--- src/rtl/ext_pipe_if.sv ---
// Handshake and data bundle for the ext_pipe immediate generator.
// slave is the generator side, master is the driving/consuming side.
interface ext_pipe_if #(
    parameter int unsigned DATA_W = 32,
    parameter int unsigned IMM_W  = 16,
    parameter int unsigned JIDX_W = 26,
    parameter int unsigned CNT_W  = 8
);
    logic              in_valid;
    logic              in_ready;
    logic [IMM_W-1:0]  imm;
    logic [JIDX_W-1:0] jidx;
    logic [DATA_W-1:0] pc;
    logic [2:0]        ext_op;
    logic              flush;
    logic              out_valid;
    logic              out_ready;
    logic [DATA_W-1:0] ext_out;
    logic              out_op_err;
    logic [CNT_W-1:0]  err_cnt;

    modport slave (
        input  in_valid, imm, jidx, pc, ext_op, flush, out_ready,
        output in_ready, out_valid, ext_out, out_op_err, err_cnt
    );

    modport master (
        output in_valid, imm, jidx, pc, ext_op, flush, out_ready,
        input  in_ready, out_valid, ext_out, out_op_err, err_cnt
    );
endinterface

--- src/rtl/ext_pipe.sv ---
// Registered immediate generator at the ID/EX boundary: zero/sign/lui/branch/jump forms
// behind a 2-entry skid buffer, with a saturating illegal-op counter.
module ext_pipe #(
    parameter int unsigned DATA_W = 32,
    parameter int unsigned IMM_W  = 16,
    parameter int unsigned JIDX_W = 26,
    parameter int unsigned CNT_W  = 8
) (
    input  logic      clk,
    input  logic      reset,
    ext_pipe_if.slave bus
);
    typedef enum logic [1:0] {StEmpty, StOne, StFull} state_e;

    state_e            state_q, state_d;
    logic [DATA_W-1:0] main_q, main_d, skid_q, skid_d;
    logic              main_err_q, main_err_d, skid_err_q, skid_err_d;
    logic [CNT_W-1:0]  err_cnt_q, err_cnt_d;
    logic [DATA_W-1:0] ext_val, sext;
    logic              op_illegal, accept, consume;

    always_comb begin
        sext       = {{(DATA_W-IMM_W){bus.imm[IMM_W-1]}}, bus.imm};
        ext_val    = '0;
        op_illegal = 1'b0;
        case (bus.ext_op)
            3'd0: ext_val = {{(DATA_W-IMM_W){1'b0}}, bus.imm};
            3'd1: ext_val = sext;
            3'd2: ext_val = {bus.imm, {(DATA_W-IMM_W){1'b0}}};
            3'd3: ext_val = sext << 2;
            3'd4: begin
                // Upper PC bits survive; the low field is replaced by the word index.
                ext_val                = bus.pc;
                ext_val[JIDX_W+1:0]    = {bus.jidx, 2'b00};
            end
            default: op_illegal = 1'b1;
        endcase
    end

    assign bus.in_ready   = !reset && (state_q != StFull);
    assign bus.out_valid  = (state_q != StEmpty);
    assign bus.ext_out    = main_q;
    assign bus.out_op_err = main_err_q;
    assign bus.err_cnt    = err_cnt_q;

    assign accept  = bus.in_valid & bus.in_ready;
    assign consume = bus.out_valid & bus.out_ready;

    always_comb begin
        state_d    = state_q;
        main_d     = main_q;
        main_err_d = main_err_q;
        skid_d     = skid_q;
        skid_err_d = skid_err_q;
        err_cnt_d  = err_cnt_q;

        unique case (state_q)
            StEmpty: begin
                if (accept) begin
                    main_d     = ext_val;
                    main_err_d = op_illegal;
                    state_d    = StOne;
                end
            end
            StOne: begin
                if (accept && consume) begin
                    main_d     = ext_val;
                    main_err_d = op_illegal;
                end else if (accept) begin
                    skid_d     = ext_val;
                    skid_err_d = op_illegal;
                    state_d    = StFull;
                end else if (consume) begin
                    state_d = StEmpty;
                end
            end
            StFull: begin
                if (consume) begin
                    main_d     = skid_q;
                    main_err_d = skid_err_q;
                    state_d    = StOne;
                end
            end
            default: state_d = StEmpty;
        endcase

        if (accept && !bus.flush && op_illegal && (err_cnt_q != {CNT_W{1'b1}})) begin
            err_cnt_d = err_cnt_q + CNT_W'(1);
        end

        // Flush beats accept: buffered and incoming entries are dropped, ext_out holds.
        if (bus.flush) begin
            state_d    = StEmpty;
            main_d     = main_q;
            main_err_d = main_err_q;
            skid_d     = skid_q;
            skid_err_d = skid_err_q;
        end
    end

    always_ff @(posedge clk) begin
        if (reset) begin
            state_q    <= StEmpty;
            main_q     <= '0;
            main_err_q <= 1'b0;
            skid_q     <= '0;
            skid_err_q <= 1'b0;
            err_cnt_q  <= '0;
        end else begin
            state_q    <= state_d;
            main_q     <= main_d;
            main_err_q <= main_err_d;
            skid_q     <= skid_d;
            skid_err_q <= skid_err_d;
            err_cnt_q  <= err_cnt_d;
        end
    end
endmodule

--- src/flat_wrapper.sv ---
// flat-port wrapper written by rule: the top's interface ports become plain ports
module ext_pipe_flat 
#(
    parameter int unsigned DATA_W = 32,
    parameter int unsigned IMM_W  = 16,
    parameter int unsigned JIDX_W = 26,
    parameter int unsigned CNT_W  = 8
)
  (clk, reset, bus_in_valid, bus_imm, bus_jidx, bus_pc, bus_ext_op, bus_flush, bus_out_ready, bus_in_ready, bus_out_valid, bus_ext_out, bus_out_op_err, bus_err_cnt);
  ext_pipe_if #(.DATA_W(DATA_W), .IMM_W(IMM_W), .JIDX_W(JIDX_W), .CNT_W(CNT_W)) bus_i ();
  input  logic clk;
  input  logic reset;
  input wire logic [$bits(bus_i.in_valid)-1:0] bus_in_valid;
  input wire logic [$bits(bus_i.imm)-1:0] bus_imm;
  input wire logic [$bits(bus_i.jidx)-1:0] bus_jidx;
  input wire logic [$bits(bus_i.pc)-1:0] bus_pc;
  input wire logic [$bits(bus_i.ext_op)-1:0] bus_ext_op;
  input wire logic [$bits(bus_i.flush)-1:0] bus_flush;
  input wire logic [$bits(bus_i.out_ready)-1:0] bus_out_ready;
  output wire logic [$bits(bus_i.in_ready)-1:0] bus_in_ready;
  output wire logic [$bits(bus_i.out_valid)-1:0] bus_out_valid;
  output wire logic [$bits(bus_i.ext_out)-1:0] bus_ext_out;
  output wire logic [$bits(bus_i.out_op_err)-1:0] bus_out_op_err;
  output wire logic [$bits(bus_i.err_cnt)-1:0] bus_err_cnt;
  assign bus_i.in_valid = bus_in_valid;
  assign bus_i.imm = bus_imm;
  assign bus_i.jidx = bus_jidx;
  assign bus_i.pc = bus_pc;
  assign bus_i.ext_op = bus_ext_op;
  assign bus_i.flush = bus_flush;
  assign bus_i.out_ready = bus_out_ready;
  assign bus_in_ready = bus_i.in_ready;
  assign bus_out_valid = bus_i.out_valid;
  assign bus_ext_out = bus_i.ext_out;
  assign bus_out_op_err = bus_i.out_op_err;
  assign bus_err_cnt = bus_i.err_cnt;
  ext_pipe #(.DATA_W(DATA_W), .IMM_W(IMM_W), .JIDX_W(JIDX_W), .CNT_W(CNT_W)) u_core (.clk(clk), .reset(reset), .bus(bus_i));
endmodule
--- config.mk ---
export PLATFORM = sky130hd
export DESIGN_NAME = ext_pipe_flat
export DESIGN_NICKNAME = d
export VERILOG_FILES = /design/src/rtl/ext_pipe_if.sv /design/src/rtl/ext_pipe.sv /design/src/flat_wrapper.sv
export SDC_FILE = /design/constraint.sdc
export NUM_CORES = 1
export LEC_CHECK = 0
export ABC_AREA = 1
export CAP_MARGIN = 30
export CORE_MARGIN = 5
export CORE_UTILIZATION = 42
export CTS_BUF_LIST = sky130_fd_sc_hd__clkbuf_16
export DETAILED_ROUTE_END_ITERATION = 7
export PLACE_DENSITY = 0.72
export SYNTH_ARGS = -nofsm -noshare
export SYNTH_HDL_FRONTEND = slang
export SYNTH_SLANG_ARGS = --single-unit
--- constraint.sdc ---
create_clock -name clk -period 2.3 [get_ports clk]
set_clock_uncertainty 0.2 [all_clocks]
set_input_delay 0.46 -clock clk [delete_from_list [all_inputs] [get_ports clk]]
set_output_delay 0.46 -clock clk [all_outputs]
set_load 0.005 [all_outputs]
run_1/layers.png
Scale: 3 px per um. Two of the layers only.
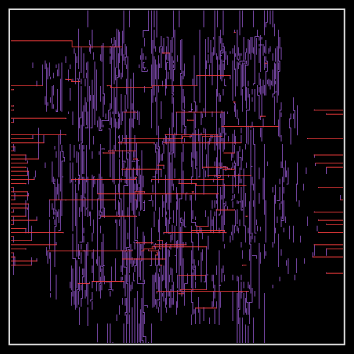
legend:
  M2:
    colour: purple
    wire_length: 5520 um
  M3:
    colour: red
    wire_length: 965 um

run_1/gates.png
Scale: 3 px per um.
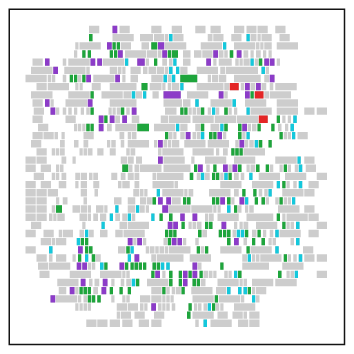
legend:
  aoi and oai cells:
    colour: purple
    cells: 71
  xor and xnor cells:
    colour: red
    cells: 3
  nor cells:
    colour: green
    cells: 139
  inv cells:
    colour: cyan
    cells: 70

==> flow_summary.html, run 1 <==
<!-- implementation run metrics -->
<table>
<tr><th>Metric</th><th>Value</th></tr>
<tr><th colspan="2">Global route</th></tr>
<tr><td>Overall Global Routing Usage</td><td>20.7%</td></tr>
<tr><td>Fraction of met1 tracks used by global routing</td><td>28.0%</td></tr>
<tr><th colspan="2">Synthesis</th></tr>
<tr><td>Fraction of synthesized area in multiplexers</td><td>0%</td></tr>
<tr><td>Main area contributors</td><td>sky130_fd_sc_hd__dfxtp_1 (35%), sky130_fd_sc_hd__nand2_1 (19%), sky130_fd_sc_hd__nor2_1 (12%)</td></tr>
<tr><td>Number of unique standard cell types used by synthesis</td><td>30</td></tr>
<tr><td>Yosys cell count</td><td>709</td></tr>
<tr><td>Warning count from the yosys run</td><td>0</td></tr>
<tr><td>Async set-reset flop share out of synthesis</td><td>0%</td></tr>
<tr><td>Count of state elements after synthesis</td><td>76</td></tr>
<tr><td>Number of nets in the synthesized netlist</td><td>792</td></tr>
<tr><td>Complex Gates by Area</td><td>8.63%</td></tr>
<tr><td>Dominant cell type by area after synthesis</td><td>sky130_fd_sc_hd__dfxtp_1</td></tr>
<tr><th colspan="2">CTS</th></tr>
<tr><td>CTS clk-pin slew, worst paths</td><td>0.06 ns</td></tr>
<tr><td>Sink Count</td><td>76</td></tr>
<tr><th colspan="2">Floorplan</th></tr>
<tr><td>Core Density at Floorplan</td><td>42.5%</td></tr>
<tr><td>Std-Cell Core Area</td><td>0.0101 mm2</td></tr>
<tr><td>Number of primary I/O pins</td><td>125</td></tr>
<tr><th colspan="2">Detailed routing</th></tr>
<tr><td>Antenna-violating nets left</td><td>0</td></tr>
<tr><td>DRC Markers</td><td>0</td></tr>
<tr><td>Met3 Wirelength</td><td>965 um</td></tr>
<tr><th colspan="2">Placed design</th></tr>
<tr><td>Port buffer count</td><td>96</td></tr>
<tr><th colspan="2">Setup path</th></tr>
<tr><td>Reg-to-reg slack, setup</td><td>0.38 ns</td></tr>
<tr><td>Worst Setup Path Type</td><td>reg2out</td></tr>
<tr><td>Ordered list of cells on the worst path</td><td>nor2_1 -&gt; inv_1 -&gt; clkdlybuf4s50_1</td></tr>
<tr><td>Max stage delay on crit path</td><td>0.45 ns</td></tr>
<tr><td>Number of buffers and inverters on the critical path</td><td>2</td></tr>
<tr><td>Logic depth of the worst register-to-register path</td><td>8</td></tr>
<tr><td>Cell type of the slowest stage on the worst timing path</td><td>sky130_fd_sc_hd__clkdlybuf4s50_1</td></tr>
<tr><th colspan="2">STA</th></tr>
<tr><td>Tightest slew margin relative to the limit</td><td>68.5%</td></tr>
<tr><td>Final clock period utilization by the worst path</td><td>96.2%</td></tr>
<tr><td>Post-Route Setup TNS</td><td>0 ns</td></tr>
<tr><td>F_max</td><td>0.452 GHz</td></tr>
<tr><th colspan="2">Run status</th></tr>
<tr><td>Status</td><td>completed</td></tr>
<tr><th colspan="2">Pwr</th></tr>
<tr><td>Maximum vdd drop</td><td>0.396 mV</td></tr>
<tr><td>Portion of total power attributed to sequential cells</td><td>41.3%</td></tr>
<tr><th colspan="2">Cells and area</th></tr>
<tr><td>Number of nets at the end of the flow</td><td>896</td></tr>
<tr><td>Final non-filler cell area</td><td>0.00587 mm2</td></tr>
<tr><td>Count of placed standard cells in the final layout, fillers left out</td><td>954</td></tr>
<tr><td>Area used by multi-input combinational logic</td><td>0.00230 mm2</td></tr>
<tr><td>Area delta synth-&gt;final</td><td>36.3%</td></tr>
<tr><td>Largest cell class by area</td><td>combinational gates</td></tr>
<tr><td>Number of antenna diodes</td><td>0</td></tr>
<tr><td>Sequential cells</td><td>76</td></tr>
</table>
run_1/route_heat.png
Scale: 2 px per um. The die is cut into 22 by 22 equal tiles; dark purple is low, yellow is high, scaled to the fullest tile. Values are wire area over tile area, all layers added.
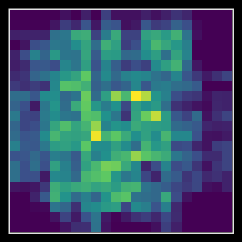
densest ninth of the die: middle
fullest tile: 0.55
nearly empty tiles: 15%

==> run 1 -> run 2 <==
--- a/config.mk
+++ b/config.mk
@@ -7,7 +7,6 @@
 export LEC_CHECK = 0
 export ABC_AREA = 1
 export CAP_MARGIN = 30
-export CORE_MARGIN = 5
 export CORE_UTILIZATION = 42
 export CTS_BUF_LIST = sky130_fd_sc_hd__clkbuf_16
 export DETAILED_ROUTE_END_ITERATION = 7
run_2/layers.png
Scale: 4 px per um. Two of the layers only.
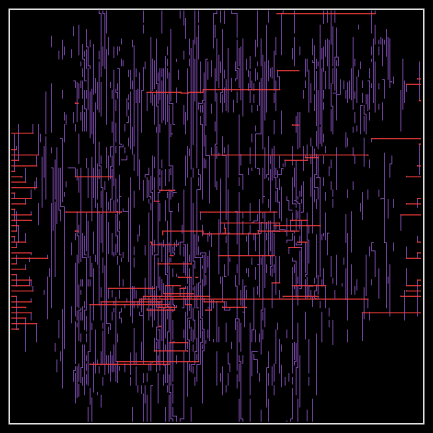
legend:
  M3:
    colour: red
    wire_length: 681 um
  M2:
    colour: purple
    wire_length: 5720 um

==> run 2 against run 1 <==
Net effect: core utilization increased by 1.3 points; hold slack got worse by 0.0047 ns; non-clock buffer count decreased by 3; area after synthesis unchanged; first-iteration DRC count decreased by 26%; clock-buffer cell count unchanged; via count increased by 0.11%; register-to-register slack got worse by 0.07 ns; die size decreased by 14%; critical path depth increased by 1; sequential power about the same; fmax increased by 0.25%.
==> flow_summary.html, run 2 <==
<!-- implementation run metrics -->
<table>
<tr><th>Metric</th><th>Value</th></tr>
<tr><th colspan="2">Run status</th></tr>
<tr><td>Status</td><td>completed</td></tr>
<tr><th colspan="2">Global route</th></tr>
<tr><td>Overall Global Routing Usage</td><td>25.1% (+4.4 points)</td></tr>
<tr><td>Fraction of met1 tracks used by global routing</td><td>34.9% (+6.9 points)</td></tr>
<tr><th colspan="2">Setup path</th></tr>
<tr><td>Worst Setup Path Type</td><td>reg2out</td></tr>
<tr><td>Reg-to-reg slack, setup</td><td>0.31 ns (-0.07 ns)</td></tr>
<tr><td>Ordered list of cells on the worst path</td><td>inv_1 -&gt; nor2_2 -&gt; nor2_2 -&gt; clkdlybuf4s50_1</td></tr>
<tr><td>Number of buffers and inverters on the critical path</td><td>2 (unchanged)</td></tr>
<tr><td>Max stage delay on crit path</td><td>0.45 ns (about the same)</td></tr>
<tr><td>Cell type of the slowest stage on the worst timing path</td><td>sky130_fd_sc_hd__dfxtp_1</td></tr>
<tr><th colspan="2">Cells and area</th></tr>
<tr><td>Area used by multi-input combinational logic</td><td>0.00231 mm2 (+0.11%)</td></tr>
<tr><td>Number of nets at the end of the flow</td><td>893 (-0.33%)</td></tr>
<tr><td>Sequential cells</td><td>76 (unchanged)</td></tr>
<tr><td>Count of placed standard cells in the final layout, fillers left out</td><td>948 (-0.63%)</td></tr>
<tr><td>Final non-filler cell area</td><td>0.00584 mm2 (-0.45%)</td></tr>
<tr><th colspan="2">Synthesis</th></tr>
<tr><td>Yosys cell count</td><td>709 (unchanged)</td></tr>
<tr><td>Number of nets in the synthesized netlist</td><td>792 (unchanged)</td></tr>
<tr><td>Number of unique standard cell types used by synthesis</td><td>30 (unchanged)</td></tr>
<tr><th colspan="2">Pwr</th></tr>
<tr><td>Portion of total power attributed to sequential cells</td><td>41.8% (+0.5 points)</td></tr>
<tr><th colspan="2">STA</th></tr>
<tr><td>Post-Route Setup TNS</td><td>0 ns (unchanged)</td></tr>
<tr><td>Tightest slew margin relative to the limit</td><td>67.6% (-0.89 points)</td></tr>
<tr><th colspan="2">Detailed routing</th></tr>
<tr><td>DRC Markers</td><td>0 (unchanged)</td></tr>
<tr><th colspan="2">Floorplan</th></tr>
<tr><td>Number of primary I/O pins</td><td>125 (unchanged)</td></tr>
<tr><td>Core Density at Floorplan</td><td>43.6% (+1.2 points)</td></tr>
<tr><th colspan="2">CTS</th></tr>
<tr><td>Sink Count</td><td>76 (unchanged)</td></tr>
</table>
run_2/gates.png
Scale: 4 px per um.
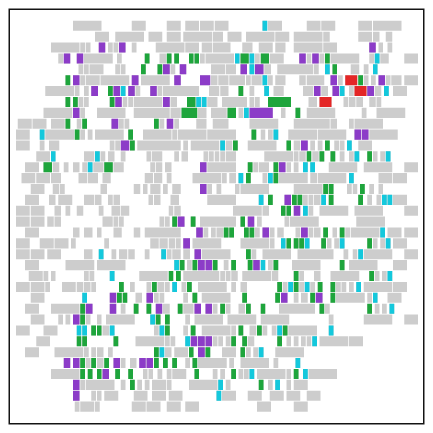
legend:
  inv cells:
    colour: cyan
    cells: 70
    where: widely spread
  xor and xnor cells:
    colour: red
    cells: 3
  nor cells:
    colour: green
    cells: 139
  aoi and oai cells:
    colour: purple
    cells: 71

Power figures rest on the tool's default switching activity, not on a simulated workload.
